`src/rtl/convolutional_encoder.sv`:
```
// K=7 convolutional encoder (g0=133, g1=171 octal) with 1/2, 2/3 and 3/4 puncturing.
// Serial bits in with valid/ready; punctured coded bits out serially with valid only.
module convolutional_encoder #(
  parameter int unsigned RATE_WIDTH = 2
) (
  input  logic                  Clock,
  input  logic                  Reset,
  input  logic                  Start,
  input  logic [RATE_WIDTH-1:0] Rate,
  input  logic                  InValid,
  input  logic                  Input,
  output logic                  InReady,
  output logic                  OutValid,
  output logic                  Output
);

  localparam logic [RATE_WIDTH-1:0] RateHalf         = RATE_WIDTH'(0);
  localparam logic [RATE_WIDTH-1:0] RateTwoThirds    = RATE_WIDTH'(1);
  localparam logic [RATE_WIDTH-1:0] RateThreeQuarter = RATE_WIDTH'(2);

  logic [5:0]            r_shift;
  logic [1:0]            r_phase;
  logic [RATE_WIDTH-1:0] r_rate;
  logic                  r_pending;
  logic                  r_pend_bit;
  logic                  r_out_valid;
  logic                  r_out;

  logic [5:0]            w_shift_d;
  logic [1:0]            w_phase_d;
  logic [RATE_WIDTH-1:0] w_rate_d;
  logic                  w_pending_d;
  logic                  w_pend_bit_d;
  logic                  w_out_valid_d;
  logic                  w_out_d;

  logic                  w_accept;
  logic                  w_a;
  logic                  w_b;
  logic                  w_emit_a;
  logic                  w_emit_b;
  logic [1:0]            w_last_phase;
  logic [RATE_WIDTH-1:0] w_rate_sel;

  assign InReady  = !r_pending && !Start;
  assign OutValid = r_out_valid;
  assign Output   = r_out;

  assign w_accept = InValid && InReady;

  // r_shift[i] holds x(i+1); the incoming bit is x0.
  assign w_a = Input ^ r_shift[1] ^ r_shift[2] ^ r_shift[4] ^ r_shift[5];
  assign w_b = Input ^ r_shift[0] ^ r_shift[1] ^ r_shift[2] ^ r_shift[5];

  // Phase 1 keeps only A (2/3 and 3/4); phase 2 keeps only B (3/4 only).
  assign w_emit_a = !((r_rate == RateThreeQuarter) && (r_phase == 2'd2));
  assign w_emit_b = (r_phase != 2'd1);

  // Unsupported rate codes fall back to 1/2.
  assign w_rate_sel = ((Rate == RateTwoThirds) || (Rate == RateThreeQuarter)) ? Rate : RateHalf;

  always_comb begin
    w_last_phase = 2'd0;
    if (r_rate == RateTwoThirds) begin
      w_last_phase = 2'd1;
    end else if (r_rate == RateThreeQuarter) begin
      w_last_phase = 2'd2;
    end
  end

  always_comb begin
    w_shift_d     = r_shift;
    w_phase_d     = r_phase;
    w_rate_d      = r_rate;
    w_pending_d   = r_pending;
    w_pend_bit_d  = r_pend_bit;
    w_out_valid_d = 1'b0;
    w_out_d       = 1'b0;

    if (Start) begin
      w_shift_d   = '0;
      w_phase_d   = 2'd0;
      w_pending_d = 1'b0;
      w_rate_d    = w_rate_sel;
    end else if (w_accept) begin
      w_shift_d     = {r_shift[4:0], Input};
      w_phase_d     = (r_phase == w_last_phase) ? 2'd0 : r_phase + 2'd1;
      w_out_valid_d = 1'b1;
      w_out_d       = w_emit_a ? w_a : w_b;
      w_pending_d   = w_emit_a && w_emit_b;
      w_pend_bit_d  = w_b;
    end else if (r_pending) begin
      w_out_valid_d = 1'b1;
      w_out_d       = r_pend_bit;
      w_pending_d   = 1'b0;
    end
  end

  always_ff @(posedge Clock or posedge Reset) begin
    if (Reset) begin
      r_shift     <= '0;
      r_phase     <= 2'd0;
      r_rate      <= RateHalf;
      r_pending   <= 1'b0;
      r_pend_bit  <= 1'b0;
      r_out_valid <= 1'b0;
      r_out       <= 1'b0;
    end else begin
      r_shift     <= w_shift_d;
      r_phase     <= w_phase_d;
      r_rate      <= w_rate_d;
      r_pending   <= w_pending_d;
      r_pend_bit  <= w_pend_bit_d;
      r_out_valid <= w_out_valid_d;
      r_out       <= w_out_d;
    end
  end

endmodule
```
`config.mk`:
```
export PLATFORM = sky130hd
export DESIGN_NAME = convolutional_encoder
export DESIGN_NICKNAME = d
export VERILOG_FILES = /design/src/rtl/convolutional_encoder.sv
export SDC_FILE = /design/constraint.sdc
export NUM_CORES = 1
export LEC_CHECK = 0
export CELL_PAD_IN_SITES_DETAIL_PLACEMENT = 0
export CELL_PAD_IN_SITES_GLOBAL_PLACEMENT = 1
export CORE_ASPECT_RATIO = 1.1
export CORE_MARGIN = 4
export CORE_UTILIZATION = 35
export DETAILED_ROUTE_END_ITERATION = 10
export MAX_ROUTING_LAYER = met4
export PLACE_DENSITY_LB_ADDON = 0.1
export SYNTH_ARGS = -nofsm -noshare
export SYNTH_HDL_FRONTEND = slang
export SYNTH_SLANG_ARGS = --single-unit
export TNS_END_PERCENT = 1
```
`constraint.sdc`:
```
create_clock -name Clock -period 1.43 [get_ports Clock]
set_clock_uncertainty 0.05 [all_clocks]
set_input_delay 0.2145 -clock Clock [delete_from_list [all_inputs] [get_ports Clock]]
set_output_delay 0.2145 -clock Clock [all_outputs]
set_load 0.02 [all_outputs]
```
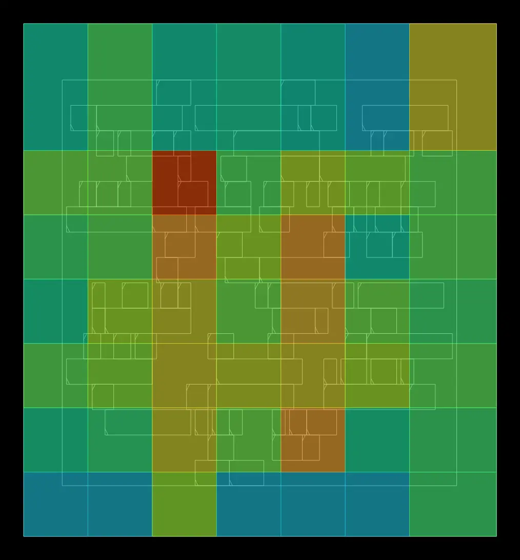
Run 1: track usage over the die
met1 Track Usage GR: 13.8%
routing layer with the top usage in global route: met2

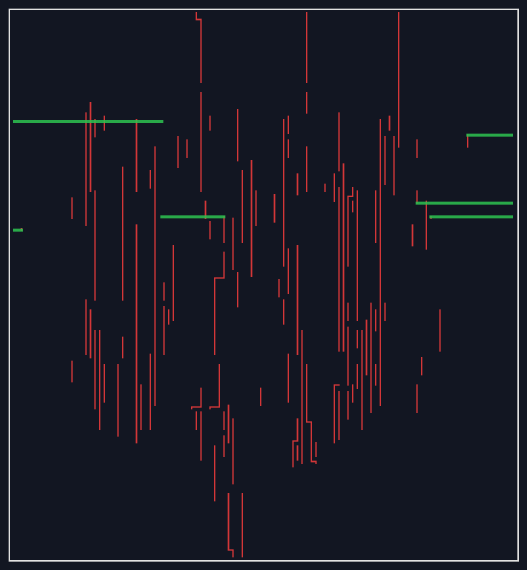
Run 1: signal wires by layer
(10 px per um) Only two layers are drawn.
[red] met2 | wire length: 597 um
[green] met3 | wire length: 43.5 um
global routing usage summed across all routing layers: 12.0%
total vias in the final route: 534
per-cell routed wire length: 11.0 um
wire length after detailed routing: 1300 um

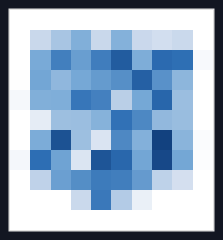
Run 1: cell area per tile
(4 px per um) 10 x 11 tiles, from white (low) to dark blue (high), 0 to 100% covered.
densest ninth of the die: center
emptiest ninth of the die: south-east
mean over tiles: 32%
nearly empty tiles: 35%

==> notes.md, run 1 <==
The full implementation flow was run.

The total count of hold-check failures in the final report stands at 0. Per the timing report, the most critical flop-to-flop path originates at r_phase[1]. STA on the placed design reports a worst setup slack of -0.239 ns.

The type recorded for the worst min-delay path is in2async. Of the total power, the share spent switching nets is 26.8%. The transition at the pin with the smallest max-transition slack stands at 0.346 ns.

The cell area after layout stands at 917 sq um. For the worst-skew pair, the clock arrives at the later sink with an insertion delay of 0.27 ns. The worst setup path is launched from a flip-flop. The netlist area before placement stands at 703 sq um. The post-DP HPWL stands at around 970 um.

After synthesis, flip-flops and latches occupy roughly half of the total area. TritonCTS built the clock tree. The post-route fraction of the period consumed by the critical path stands at between 90% and 100%. The yosys synthesis warning count stands at 0. The synthesis report gives the async set-or-reset register share as 100%. The worst-case max-slew headroom was logged as between 70% and 80%. 10 I/O pins were placed. In this run, flip-flops and latches consume 53.0% of the power. Fill cells in the final layout number 191. The final sum of negative setup slack stands at 0 ns. In this run, synthesis produced a sequential element count of 14. The floorplan die area stands at 0.00279 sq mm. The number of rows in the core area stands at 16. The total of endpoints with negative setup slack in the final report stands at 0. In the Yosys stats the netlist draws on 24 distinct library cells. In the post-synthesis netlist, the biggest area contributors are sky130_fd_sc_hd__dfrtp_1, sky130_fd_sc_hd__nand2_1, sky130_fd_sc_hd__xor2_1. The TritonCTS buffer count stands at 3. Per the final layout report, the fraction of cells sized above drive strength 1 comes to a little over a fifth. Entering global routing, the biggest net connects 15 pins. The area share of the leading cell type in the synthesized netlist stands at 49.8%. The internal power consumption stands at 0.619 mW.

OpenROAD emitted warnings numbering 28. In the synthesized netlist, the number of instances is 72. The synthesized area divided by synthesized cell count stands at 9.77 sq um. The synthesis report names the predominant flop master as sky130_fd_sc_hd__dfrtp_1.

The number of cells in the design after placement stands at 114. The reported leakage power stands at 0.421 nW. The total core area stands at 0.00184 sq mm. The total power per unit cell area stands at a little over 900 mW/mm^2.

STA classifies the critical path endpoint as a flip-flop. The initial core utilization stands at 38.2%. The maximum achievable frequency stands at 739 MHz.

The worst endpoint required time stands at 1.54 ns. The flow reports that combinational logic draws roughly 22% of the design power. The routability congestion estimate stands at 0.735. Per the cell usage report, the commonest logic cell in the layout is sky130_fd_sc_hd__dfrtp_1. Per the log, the first TritonRoute iteration ended with a DRC count of 5. The largest buffer count on any clock path stands at 2.

The final net count stands at 102. The peak fanout along the critical path stands at 2. In the setup report, the worst path falls into the class reg2reg.

The part of the total power dissipated in the clock network stands at 25.4%. In this run the vertical extent of the chip is 55.0 um. Yosys stat counts a little over 70 cells in the synthesized netlist. The shortest clock period the worst path allows after layout stands at around 1.4 ns.

Looking at the clock tree report, the H-tree level count equals 1. The number of design rule violations left after detail routing stands at 0. The share of the core filled with cells stands at 49.8%. The horizontal die dimension stands at 50.7 um. After layout, the design draws a total of ~0.85 mW. The registers of the reported paths see a clock transition of 0.08 ns. Setup slack closes at ~0.077 ns.

Sorting the synthesized cells by how often they occur yields sky130_fd_sc_hd__dfrtp_1, sky130_fd_sc_hd__nand2_1, sky130_fd_sc_hd__o21ai_1. On the final layout, the worst hold slack is about 0.19 ns. Setup repair after global routing could not meet its margin everywhere. After the flow finishes, the layout carries non-filler instances totaling 118. The final timing report lists a max-slew violation count of 0.

The data arrival at the endpoint of the critical path stands at around 1.5 ns. The maximum vdd ir drop stands at ~0.47 mV. In this run the tool buffered the top-level ports with 9 buffer cells. The tree is rooted in a sky130_fd_sc_hd__clkbuf_4.

Compared with the post-synthesis result, the final layout area differs by 30.4%. Sorting the synthesis cell report by count puts at the top sky130_fd_sc_hd__dfrtp_1. In the synthesis report, Yosys lists the chip area as 703 sq um. The number of nets in the synthesized netlist is 81. The wire length of the first global-routing pass stands at 2370 um.

For this run the aggregate overflow at the end of global routing stands at 0. For reference, the critical path is launched at r_phase[1]. The number of maximum-capacitance violations recorded for the run is 0.

Of all cell types, the one taking the most synthesized area is sky130_fd_sc_hd__dfrtp_1. The total placed instance area stands at 875 sq um. The total net switching power stands at 0.226 mW. The number of global-route vias before repair came to 546.

The count of nets left with antenna violations once routing finished came out at 0. The iteration count recorded for the first detailed-route pass is 4. Leaving out fill and tap cells, the most frequent cells in the layout are sky130_fd_sc_hd__dfrtp_1, sky130_fd_sc_hd__nand2_1, sky130_fd_sc_hd__buf_4. Counting flops with a built-in enable in the synthesized netlist gives 0. The mean number of vias per cell stands at 4.53. 0 antenna diodes ended up in the layout. The run finished with clean final reports. The CTS log lists the clock sinks for this run as 14. The number of antenna violations at the first check in global routing stands at 0.
==> run 1: kinds of logic (layout without fill, tap and decap cells) <==
group | Yosys count | after routing | share of synthesized area (%)
simple gates | 27 | 27 | 19.4
flops | 14 | 14 | 49.8
compound gates | 13 | 13 | 10.9
buf+inv | 8 | 27 | 5.87
xor+xnor | 6 | 6 | 7.47
fa+ha+maj | 2 | 2 | 3.56
mux | 2 | 2 | 3.02
==> run 1: power by group through the flow <==
stage / clock [mW] / sequential, mW / combinational, mW
after floorplan: 0 / 0.461 / 0.0981
after global placement: 0 / 0.455 / 0.182
after detailed placement: 0 / 0.455 / 0.183
after CTS: 0.228 / 0.447 / 0.178
after global routing: 0.248 / 0.452 / 0.206
final: 0.215 / 0.448 / 0.182
==> run 1: critical path, stage by stage (launching register included) <==
cell	delay, ns
sky130_fd_sc_hd__dfrtp_1	0.41
sky130_fd_sc_hd__ha_4	0.16
sky130_fd_sc_hd__nand3b_1	0.12
sky130_fd_sc_hd__mux2i_1	0.23
sky130_fd_sc_hd__xor2_1	0.17
sky130_fd_sc_hd__o22ai_1	0.09
==> run 1: worst paths after layout <==
kind | to | slack, ns | cells after the start
worst max-delay path | Output | 0.08 | 5
worst min-delay path | r_shift[1] | 0.19 | 3
worst max register to register | Output | 0.08 | 5
worst min register to register | r_shift[4] | 0.46 | 2
max in group asynchronous | r_shift[2] | 0.98 | 3
min in group Clock | r_shift[4] | 0.46 | 2
==> run 1: flip-flops by register name, summed over array words and instances, names as in the netlist <==
register,cells
r_rate,2
Output,1
r_phase,2
r_pending,1
r_pend_bit,1
OutValid,1
r_shift,6
==> run 1: routing by layer <==
metal	part of all wire (%)	track usage (%)	vias to the layer above	wire (um)
li1	-	-	278	-
met1	50	13.8	249	648
met2	46	19.1	5	597
met3	3.3	3.49	2	43
met4	0.69	6.73	0	9
met5	0	-	-	0
==> run 1: repair_timing <==
action / CTS / global route
hold buffers: 0 / 0
gates resized: 3 / 6
pin swaps: 0 / 1
endpoints found under the setup margin: 3 / 3
buffers inserted: 0 / 1
==> run 1: cell type report <==
type | instances | area, sq um | share of cell area (%)
clock buffers | 3 | 22.5 | 2.46
inverters | 5 | 18.8 | 2.05
multi-input cells | 50 | 334 | 36.4
flip-flops and latches | 14 | 350 | 38.2
well taps | 27 | 33.8 | 3.68
repair buffers | 19 | 158 | 17.2
==> inputs of run 2 (changes only) <==
Settings changed: SLEW_MARGIN set to 10, TNS_END_PERCENT 1 to 100.
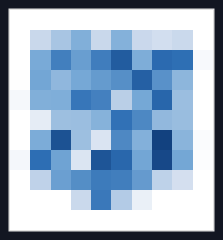
Run 2: cell area per tile
(4 px per um) 10 x 11 tiles, from white (low) to dark blue (high), 0 to 100% covered.
densest ninth of the die: center
tiles over 75% full: 9.1%
emptiest ninth of the die: south-east
mean over tiles: 32%
nearly empty tiles: 35%
fullest tile: 93%

==> run 2 against run 1 <==
Against the previous run:
- synthesized area unchanged
- total power unchanged
- worst hold slack unchanged
- critical path depth unchanged
- global-route usage is the same
- first-iteration DRC count unchanged
==> notes.md, run 2 <==
The full implementation flow was run.

The count of hold-fix buffers inserted at cts stands at 0 (unchanged). The total clock sinks stands at 14 (unchanged). The peak fanout along the critical path stands at 2 (unchanged).

The count of library flops with an enable pin was 0 (unchanged). The number of buffers inserted by port buffering was 9 (unchanged). The global route total overflow stands at 0 (unchanged).

For this run, the leading register cell type out of synthesis is sky130_fd_sc_hd__dfrtp_1. The buffer and inverter count on the worst path stands at 0 (unchanged). The worst setup path is of the reg2reg kind. The source-to-sink clock delay at the later pin of the worst-skew pair was 0.27 ns (about the same). The via count is 534 (unchanged). The synthesis-to-layout area growth stands at 30.4% (unchanged). The clock-pin transition on the worst setup and hold timing paths came to 0.08 ns (about the same). The number of rows in the core area stands at 16 (unchanged). Setup repair after global routing could not meet its margin everywhere.

The number of standard cells in the layout, taps in and fillers out was 118 (unchanged). The worst stage delay on the critical path stands at 0.41 ns (about the same). Ranked by total cell area, the synthesized netlist is headed by sky130_fd_sc_hd__dfrtp_1, sky130_fd_sc_hd__nand2_1, sky130_fd_sc_hd__xor2_1. The top-level I/O count came to 10 (unchanged). The commonest cells after synthesis are sky130_fd_sc_hd__dfrtp_1, sky130_fd_sc_hd__nand2_1, sky130_fd_sc_hd__o21ai_1. The sequential share of the synthesized area came to 49.8% (unchanged). The overall track demand over capacity in global routing stands at 12.0% (unchanged).

On the critical path, the stage with the largest delay is an instance of sky130_fd_sc_hd__dfrtp_1. The initial core utilization came to 38.2% (unchanged). Per the cell usage report, the commonest logic cells after layout are sky130_fd_sc_hd__dfrtp_1, sky130_fd_sc_hd__nand2_1, sky130_fd_sc_hd__buf_4. The total of endpoints with negative setup slack in the final report is 0 (unchanged).

The reported leakage power stands at 0.421 nW (unchanged). The unique cell type count in the Yosys netlist stands at 24 (unchanged). The wire length of the first global-routing pass came to 2370 um (unchanged). The setup slack of the worst register-to-register path stands at 0.08 ns (about the same). The OpenROAD warning count stands at 28 (unchanged). The detail-routed net length per standard cell is 11.0 um (unchanged). The maximum achievable frequency came to 739 MHz (unchanged).

The cell count listed in synth_stat.txt stands at 72 (unchanged). Per the timing report, the most critical flop-to-flop path originates at r_phase[1]. The initial DRC count is 5 (unchanged). The flow ran to the end, and the final reports show no timing, DRC or antenna violations. The remaining max-slew budget at the tightest pin came to 76.8% (unchanged).

The worst endpoint required time stands at 1.54 ns (about the same). The proportion of register bits with asynchronous set or reset after synthesis stands at 100% (unchanged). The largest registers in the layout are r_shift (6), r_phase (2), r_rate (2).

The number of cells produced by synthesis stands at 72 (unchanged). The floorplan die area came to 0.00279 sq mm (unchanged). The TritonCTS buffer count stands at 3 (unchanged). STA reports the tightest min-delay check as being of type in2async.

The horizontal die dimension stands at 50.7 um (unchanged). Ranked by flip-flop count, first place goes to r_shift. The post-DP HPWL stands at 974 um (unchanged).

Counting only logic cells after layout, the most numerous master is sky130_fd_sc_hd__dfrtp_1. The maximum level of the CTS H-tree is 1 (unchanged). Looking at the clock tree report, the root buffer type is sky130_fd_sc_hd__clkbuf_4. The pin count of the biggest net entering global routing stands at 15 (unchanged). The worst setup path is launched from a flip-flop. The max-slew violation total from the final report is 0 (unchanged). The mean number of vias per cell is 4.53 (unchanged). The total core area was 0.00184 sq mm (unchanged).

The total power after layout came to 0.845 mW (unchanged). The yosys synthesis warning count is 0 (unchanged). STA lists the endpoint of the worst register-to-register path as Output. The area share of the leading cell type in the synthesized netlist is 49.8% (unchanged).

The number of violations of the max-capacitance limit was 0 (unchanged).
-- run 2: layout make-up --
type,count,area (sq um)
fillers,191,925
flip-flops and latches,14,350
multi-input cells,50,334
repair buffers,19,158
well taps,27,33.8
clock buffers,3,22.5
inverters,5,18.8
-- run 2: cells by family after synthesis --
group	Yosys count	share of synthesized area, %
buffers and inverters	8	5.87
AND-OR/OR-AND	13	10.9
XOR/XNOR	6	7.47
flip-flops	14	49.8
adder cells (fa/ha/maj)	2	3.56
multiplexers	2	3.02
AND/OR/NAND/NOR	27	19.4
-- run 2: worst min-delay path, delay by kind of cell --
kind	cells	cell delay (ns)
buffers and inverters	3	0.66
-- run 2: power by group --
group	leakage (nW)	switching, mW	internal [mW]
logic	0.220	0.0871	0.0953
registers	0.187	0.0215	0.427
clock network	0.0138	0.118	0.0973
-- run 2: repair_timing --
item,CTS,global route
resized,3,6
buffers inserted,0,1
pin swaps,0,1
endpoints found under the hold margin,0,0
endpoints found under the setup margin,3,3
-- run 2: how the worst max path moves through the flow --
stage / start / to / cells after the start
detailed placement: Start / InReady / 3
finish: r_phase[1] / Output / 5
CTS: Start / InReady / 3
global placement: Start / InReady / 3
floorplan: r_pending / r_pend_bit / 4
global route: r_phase[0] / Output / 6
-- run 2: per-layer routing --
layer / share of wire [%] / up-vias / track usage (%)
li1: - / 278 / -
met1: 50 / 249 / 13.8
met2: 46 / 5 / 19.1
met3: 3.3 / 2 / 3.49
met4: 0.69 / 0 / 6.73
met5: 0 / - / -
-- run 2: metrics by stage --
step	hold slack, ns	TNS (ns)	util, %	cell area (sq um)
final	0.187	0	49.8	917
after CTS	0.186	0	48.5	893
after detailed placement	0.448	-1.47	47.5	875
after global placement	0.421	-1.55	47.5	875
after floorplan	0.0537	0	-	706
after global routing	0.175	-0.00904	49.8	917
Power is estimated from default activity; no workload was simulated.
